$ cat config.mk
export PLATFORM = sky130hd
export DESIGN_NAME = writeback
export DESIGN_NICKNAME = d
export VERILOG_FILES = /design/src/rtl/writeback.sv
export SDC_FILE = /design/constraint.sdc
export NUM_CORES = 1
export LEC_CHECK = 0
export ABC_CLOCK_PERIOD_IN_PS = 3060
export CORE_ASPECT_RATIO = 0.8
export CORE_MARGIN = 2
export CORE_UTILIZATION = 30
export CTS_CLUSTER_SIZE = 20
export DETAILED_ROUTE_END_ITERATION = 6
export DONT_BUFFER_PORTS = 1
export PLACE_DENSITY_LB_ADDON = 0.25
export SETUP_SLACK_MARGIN = 0.1
export SYNTH_ARGS = -nofsm -noshare
export SYNTH_HDL_FRONTEND = slang
export SYNTH_SLANG_ARGS = --single-unit
$ cat constraint.sdc
create_clock -name clk_i -period 3.06 [get_ports clk_i]
set_input_delay 0.612 -clock clk_i [delete_from_list [all_inputs] [get_ports clk_i]]
set_output_delay 0.612 -clock clk_i [all_outputs]
set_load 0.005 [all_outputs]
$ cat src/rtl/writeback.sv
// writeback: final pipeline stage; retires execute results, drives the register-file write port, redirects fetch on taken jumps and traps
module writeback #(
    parameter int              XLEN      = 32,
    parameter logic [XLEN-1:0] TRAP_VEC  = XLEN'(32'h0000_0100),
    parameter int              TRAP_HOLD = 2
) (
    input  logic            clk_i,
    input  logic            rst_ni,
    input  logic            in_valid_i,
    output logic            in_ready_o,
    input  logic            in_epoch_i,
    input  logic [XLEN-1:0] in_pc_i,
    input  logic            in_wb_en_i,
    input  logic [4:0]      in_rd_i,
    input  logic [XLEN-1:0] in_rd_val_i,
    input  logic            in_jump_i,
    input  logic [XLEN-1:0] in_target_i,
    input  logic            in_illegal_i,
    output logic            rf_we_o,
    output logic [4:0]      rf_addr_o,
    output logic [XLEN-1:0] rf_data_o,
    output logic            redirect_o,
    output logic [XLEN-1:0] redirect_pc_o,
    output logic            epoch_o,
    output logic [XLEN-1:0] trap_epc_o,
    output logic [3:0]      trap_cause_o,
    output logic [63:0]     instret_o,
    output logic [31:0]     squashed_o
);
    localparam int            HW             = (TRAP_HOLD > 1) ? $clog2(TRAP_HOLD) : 1;
    localparam logic [HW-1:0] HOLD_INIT      = HW'(TRAP_HOLD - 1);
    localparam logic [0:0]    ST_RUN         = 1'b0;
    localparam logic [0:0]    ST_TRAP        = 1'b1;
    localparam logic [3:0]    CAUSE_MISALIGN = 4'd0;
    localparam logic [3:0]    CAUSE_ILLEGAL  = 4'd2;

    logic [0:0]      state_q, state_d;
    logic [HW-1:0]   hold_q, hold_d;
    logic            epoch_q, epoch_d;
    logic            rf_we_q, rf_we_d;
    logic [4:0]      rf_addr_q, rf_addr_d;
    logic [XLEN-1:0] rf_data_q, rf_data_d;
    logic            redirect_q, redirect_d;
    logic [XLEN-1:0] redirect_pc_q, redirect_pc_d;
    logic [XLEN-1:0] trap_epc_q, trap_epc_d;
    logic [3:0]      trap_cause_q, trap_cause_d;
    logic [63:0]     instret_q, instret_d;
    logic [31:0]     squashed_q, squashed_d;

    logic in_run, take, drop, misalign, trap, retire, jump, hold_done;

    // The upstream result channel cannot stall, so this stage never back-pressures.
    assign in_ready_o = 1'b1;

    // A result is taken only while running and only if it belongs to the current epoch.
    assign in_run    = state_q == ST_RUN;
    assign take      = in_valid_i && in_run && (in_epoch_i == epoch_q);
    assign drop      = in_valid_i && !take;
    assign misalign  = in_jump_i && (in_target_i[1:0] != 2'b00);
    assign trap      = take && (in_illegal_i || misalign);
    assign retire    = take && !trap;
    assign jump      = retire && in_jump_i;
    assign hold_done = (state_q == ST_TRAP) && (hold_q == '0);

    // Writes to x0 are suppressed; a taken jump still writes its link register.
    assign rf_we_d   = retire && in_wb_en_i && (in_rd_i != 5'd0);
    assign rf_addr_d = retire ? in_rd_i : rf_addr_q;
    assign rf_data_d = retire ? in_rd_val_i : rf_data_q;

    // Every redirect flips the epoch so results fetched down the old path get dropped.
    assign redirect_d    = trap || jump;
    assign redirect_pc_d = trap ? TRAP_VEC : jump ? in_target_i : redirect_pc_q;
    assign epoch_d       = epoch_q ^ redirect_d;

    // Illegal instruction outranks a misaligned jump target when both occur.
    assign trap_epc_d   = trap ? in_pc_i : trap_epc_q;
    assign trap_cause_d = !trap ? trap_cause_q : in_illegal_i ? CAUSE_ILLEGAL : CAUSE_MISALIGN;

    // instret wraps naturally; squashed saturates so a long drop run cannot alias to a small count.
    assign instret_d  = instret_q + 64'(retire);
    assign squashed_d = (drop && squashed_q != '1) ? squashed_q + 32'd1 : squashed_q;

    // TRAP lasts TRAP_HOLD cycles: the counter loads on entry and we leave the cycle after it reads 0.
    assign state_d = trap ? ST_TRAP : hold_done ? ST_RUN : state_q;
    assign hold_d  = trap ? HOLD_INIT : (state_q == ST_TRAP && hold_q != '0) ? hold_q - HW'(1) : hold_q;

    // Control state: FSM, trap hold counter and epoch.
    always_ff @(posedge clk_i or negedge rst_ni) begin
        if (!rst_ni) begin
            state_q <= ST_RUN;
            hold_q  <= '0;
            epoch_q <= 1'b0;
        end else begin
            state_q <= state_d;
            hold_q  <= hold_d;
            epoch_q <= epoch_d;
        end
    end

    // Register-file write port, one-cycle write pulse per retired result.
    always_ff @(posedge clk_i or negedge rst_ni) begin
        if (!rst_ni) begin
            rf_we_q   <= 1'b0;
            rf_addr_q <= '0;
            rf_data_q <= '0;
        end else begin
            rf_we_q   <= rf_we_d;
            rf_addr_q <= rf_addr_d;
            rf_data_q <= rf_data_d;
        end
    end

    // Fetch redirect, one-cycle pulse per taken jump or trap.
    always_ff @(posedge clk_i or negedge rst_ni) begin
        if (!rst_ni) begin
            redirect_q    <= 1'b0;
            redirect_pc_q <= '0;
        end else begin
            redirect_q    <= redirect_d;
            redirect_pc_q <= redirect_pc_d;
        end
    end

    // Trap record, held until the next trap.
    always_ff @(posedge clk_i or negedge rst_ni) begin
        if (!rst_ni) begin
            trap_epc_q   <= '0;
            trap_cause_q <= '0;
        end else begin
            trap_epc_q   <= trap_epc_d;
            trap_cause_q <= trap_cause_d;
        end
    end

    // Retired and squashed instruction counters.
    always_ff @(posedge clk_i or negedge rst_ni) begin
        if (!rst_ni) begin
            instret_q  <= '0;
            squashed_q <= '0;
        end else begin
            instret_q  <= instret_d;
            squashed_q <= squashed_d;
        end
    end

    assign rf_we_o       = rf_we_q;
    assign rf_addr_o     = rf_addr_q;
    assign rf_data_o     = rf_data_q;
    assign redirect_o    = redirect_q;
    assign redirect_pc_o = redirect_pc_q;
    assign epoch_o       = epoch_q;
    assign trap_epc_o    = trap_epc_q;
    assign trap_cause_o  = trap_cause_q;
    assign instret_o     = instret_q;
    assign squashed_o    = squashed_q;
endmodule
**Run 1: selected gate families**

The bar under the picture is 50 um long.
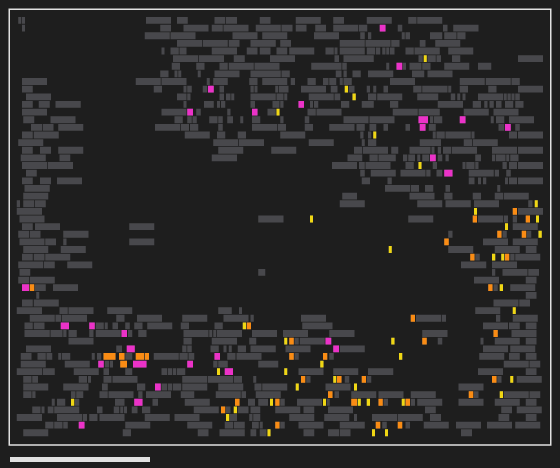
Magenta shows and/or cells, cells 27, where spread over the die. Yellow shows inv cells, cells 40. Orange shows aoi and oai cells, cells 37.
Comb area share: 0.327
final instance count without filler cells: 1122
most used logic cell in the final layout: dfrtp_1

**Run 1: the clock network**

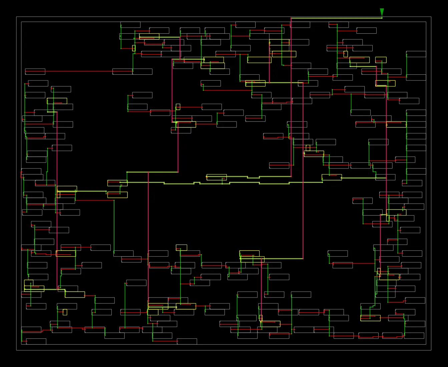
CTS sink count: 203
clock buffers: 33
flip-flop and latch count: 203
Setup Skew: 16.0 ps

==> results.yml, run 1 <==
# implementation run metrics
logic_synthesis:
  ys_sh_adder: 0.00441
  ys_seq_frac: 0.597
  synth-edff-count: 0
  ys_top_logic_family: "simple AND/OR/NAND/NOR gates"
  syn_inst: 713
  ys_area_um2: 8510
  yosys_warnings: 0
  yosys_cells: 713
  synthDistinctLibCells: 39
  top_cells_by_count: "dfrtp_1, mux2_2, nand3_1, xnor2_1, nand2_1"
  netlist_area_um2: 8510
  top_area_cell: "dfrtp_1"
  xor_share: 0.0977
  netlist.area_leader.share: 0.597
clocking:
  clk_pin_slew_ps: 60
  clk_latency_ps: 520
  clockRootBuffer: "clkbuf_16"
  tritoncts: "yes"
  cts_resized: 0
  cts_made_buffers: 24
route:
  drt_iter0_drc: 199
  vias: 5247
  wire_per_inst_um: 17.8
  ant_nets: 0
  viasPerCell: 4.68
finish:
  n_all_buffers: 20
  nFillCells: 2800
  lay_top_cells: "dfrtp_1, mux2_2, nand3_1, xnor2_1, nand2_1"
  flop_area_um2: 5080
  diodes: 0
  final_util: 0.354
  multi_input_comb_cells: 447
  num-nonclk-inverters: 40
  syn2layout_area_growth_pct: 16.8
  stdcell_area_um2: 9940
  drive_above_1_share: 0.201
critical_path:
  crit_end: "instret_o[36]$_DFF_PN0_"
  r2r-start: "epoch_o$_DFF_PN0_"
  ff2ff_path_depth: 12
  r2r_slack_ps: 330
  reg2reg_to: "instret_o[36]$_DFF_PN0_"
  crit_arrival_ps: 3160
  worstSetupPathType: "reg2reg"
  crit_path_max_incr_delay_ps: 430
  cp-startpoint: "epoch_o$_DFF_PN0_"
  path_buffers: 2
  critPathCaptureType: "flip-flop"
  cp_max_fo: 11
  path_cells: "xor2_1 -> nor2_1 -> nand3_2 -> inv_1 -> ha_2 -> ha_2 -> nand3_4 -> nor4_4 -> nand4_4 -> buf_4 -> nor3_2 -> xor2_1"
  critPathRequiredTime_ps: 3490
floorplanning:
  die_area_um2: 29800
  die_y_um: 155
  initial_core_util: 0.303
  io_pins: 313
  rows: 55
  nWellTaps: 370
global_route:
  antenna_found_initial: 0
  grt_usage: 0.127
  grt_pass1_wl_um: 30400
  met1_usage: 0.174
  top_usage_layer: "met2"
  grt_use_met3: 0.0449
  grt_max_degree: 204
  grt-ovfl-total: 0
sta:
  final.setup.tns_ps: 0
  whs_ps: -204
  worstMarginPinSlew_ps: 587
  setup_viol: 0
  setup_ws_ps: 326
  hold_viol: 203
  period_used_share: 0.893
  period_needed_ps: 2730
status:
  status: "finished with violations"
  violations: "negative hold slack"
pwr:
  pwr-share-clk: 0.378
  finalPower_mw: 7.99
  leakage_nw: 4.53
  ir_worst_vdd_uv: 517
  combPwrFrac: 0.123
job:
  tool_warnings: 32
placed_design:
  port_buffers: 0
  placedCellCount: 1076
  dp_hpwl_um: 13600
  post-place-ws_ps: 54.7
**Run 1: cells coloured by class**

The bar under the picture is 50 um long.
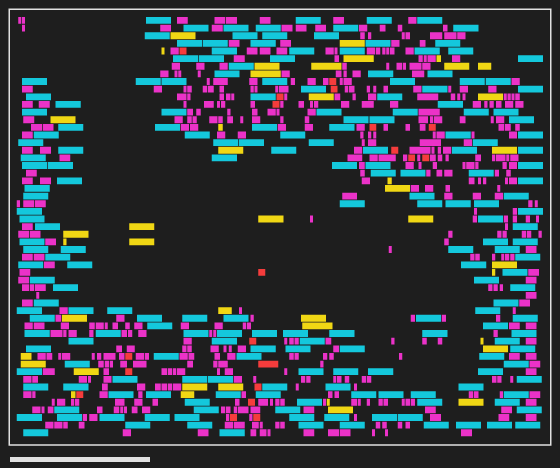
Cyan shows registers, cells 203, share of their area 54%. Magenta shows remaining logic cells, cells 487, share of their area 36%. Red shows remaining buffers and delay cells, cells 20, share of their area 1.7%. Yellow shows clock drivers and dummy loads, cells 42, share of their area 8.8%.

## run 1: layer usage
metal,routed length (um),vias up,share of wire
li1,-,2491,-
met1,8870,2526,0.45
met2,8740,193,0.44
met3,1680,37,0.084
met4,629,0,0.032
met5,0,-,0
## run 1: sequential cells by signal, indices dropped and copies added (netlist names)
name           flops
epoch_o            1
hold_q             1
instret_o         64
redirect_o         1
redirect_pc_o     32
rf_addr_o          5
rf_data_o         32
rf_we_o            1
squashed_o        32
state_q            1
trap_cause_o       1
trap_epc_o        32
## run 1: power groups by stage
stage / clock [mW] / combinational [mW] / sequential [mW]
finish: 3.02 / 0.981 / 3.99
detailed placement: 0 / 1.00 / 4.03
CTS: 3.12 / 1.00 / 4.00
global placement: 0 / 0.967 / 4.05
floorplan: 0 / 0.821 / 3.83
global route: 3.23 / 1.10 / 4.08
**Run 1: clock wires, drivers and flops**

The bar under the picture is 50 um long.
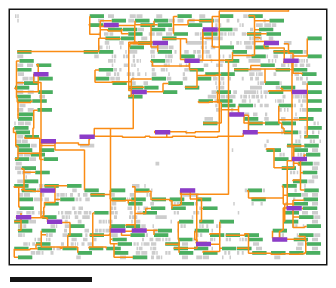

==> run 2, diff against run 1 <==
Settings changed: GPL_TIMING_DRIVEN set to 0.
**Run 2: clock wires, drivers and flops**

The bar under the picture is 50 um long.
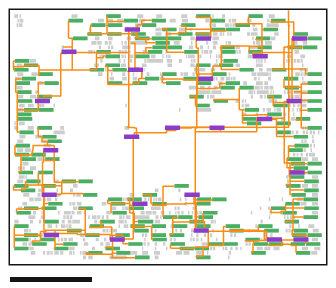
Green shows flip-flops, count 203. Orange shows clock wires, length 2840 um. Purple shows clock-net drivers, count 23.
Position of the flops: spread over the die. There are 24 routed clock nets.

==> results.yml, run 2 <==
# implementation run metrics
critical_path:
  r2r_slack_ps: 270
  path_cells: "xor2_4 -> nor2_4 -> nand3_4 -> buf_12 -> inv_2 -> ha_4 -> ha_4 -> nand3_4 -> nor4_4 -> nand4_4 -> buf_12 -> buf_16 -> nor2_1 -> xor2_1"
  ff2ff_path_depth: 14
  crit_end: "instret_o[54]$_DFF_PN0_"
  cp_max_fo: 5
  r2r-start: "epoch_o$_DFF_PN0_"
  critPathCaptureType: "flip-flop"
  path_buffers: 4
  critPathRequiredTime_ps: 3500
  crit_arrival_ps: 3220
finish:
  syn2layout_area_growth_pct: 17.4
  drive_above_1_share: 0.202
  diodes: 0
  lay_top_count: "dfrtp_1"
  final_util: 0.356
  largest_reg_flops: 64
logic_synthesis:
  top_area_cell: "dfrtp_1"
  ys_area_um2: 8510
  synth-edff-count: 0
  syn_inst: 713
  yosys_warnings: 0
  yosys_cells: 713
  ys_top_logic_family: "simple AND/OR/NAND/NOR gates"
  netlist_area_um2: 8510
sta:
  setup_viol: 0
  period_needed_ps: 2790
  finClkSkew_ps: 12.5
  hold_viol: 203
  setup_ws_ps: 273
  whs_ps: -198
  final.setup.tns_ps: 0
status:
  violations: "negative hold slack"
  status: "finished with violations"
job:
  tool_warnings: 31
floorplanning:
  rows: 55
  io_pins: 313
  die_area_um2: 29800
placed_design:
  dp_hpwl_um: 14800
  post-place-ws_ps: -682
  placedCellCount: 1085
  port_buffers: 0
route:
  ant_nets: 0
  viasPerCell: 4.79
  drt_iter0_drc: 227
global_route:
  antenna_found_initial: 0
  grt-ovfl-total: 0
  grt_pass1_wl_um: 31700
clocking:
  clockRootBuffer: "clkbuf_16"
  cts_made_buffers: 23
  cts_num_sinks: 203
pwr:
  leakage_nw: 4.52
  finalPower_mw: 7.74
**Run 2: selected gate families**

The bar under the picture is 50 um long.
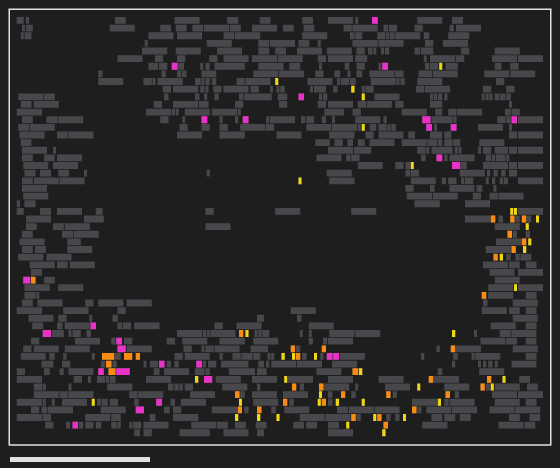
Magenta shows and/or cells, cells 27, where spread over the die. Orange shows aoi and oai cells, cells 37. Yellow shows inv cells, cells 40.
final instance count without filler cells: 1137
Comb area share: 0.330

run 2: what timing repair did:
item,CTS,global route
pin swaps,6,4
resized,13,7
gates cloned,1,0
endpoints found under the setup margin,56,15
setup buffers,10,2
endpoints found under the hold margin,203,203
run 2: power by group:
part | internal (mW) | leakage [nW] | switching (mW)
logic | 0.602 | 1.53 | 0.416
clock network | 1.62 | 0.361 | 1.08
registers | 3.37 | 2.63 | 0.645
run 2: area by class of cell:
type,count,area (um2)
plain buffers,24,136
clock buffers,32,639
repair buffers,13,134
well taps,370,463
flip-flops and latches,203,5080
multi-input cells,447,3300
inverters,40,150
fillers,2812,18100
clock inverters,8,96.3
run 2: layer usage:
layer / track usage / wire [um]
met5: 0 / 0
met4: 0.0374 / 524
met3: 0.0452 / 1950
met2: 0.203 / 9320
met1: 0.184 / 9340
Power figures rest on the tool's default switching activity, not on a simulated workload.
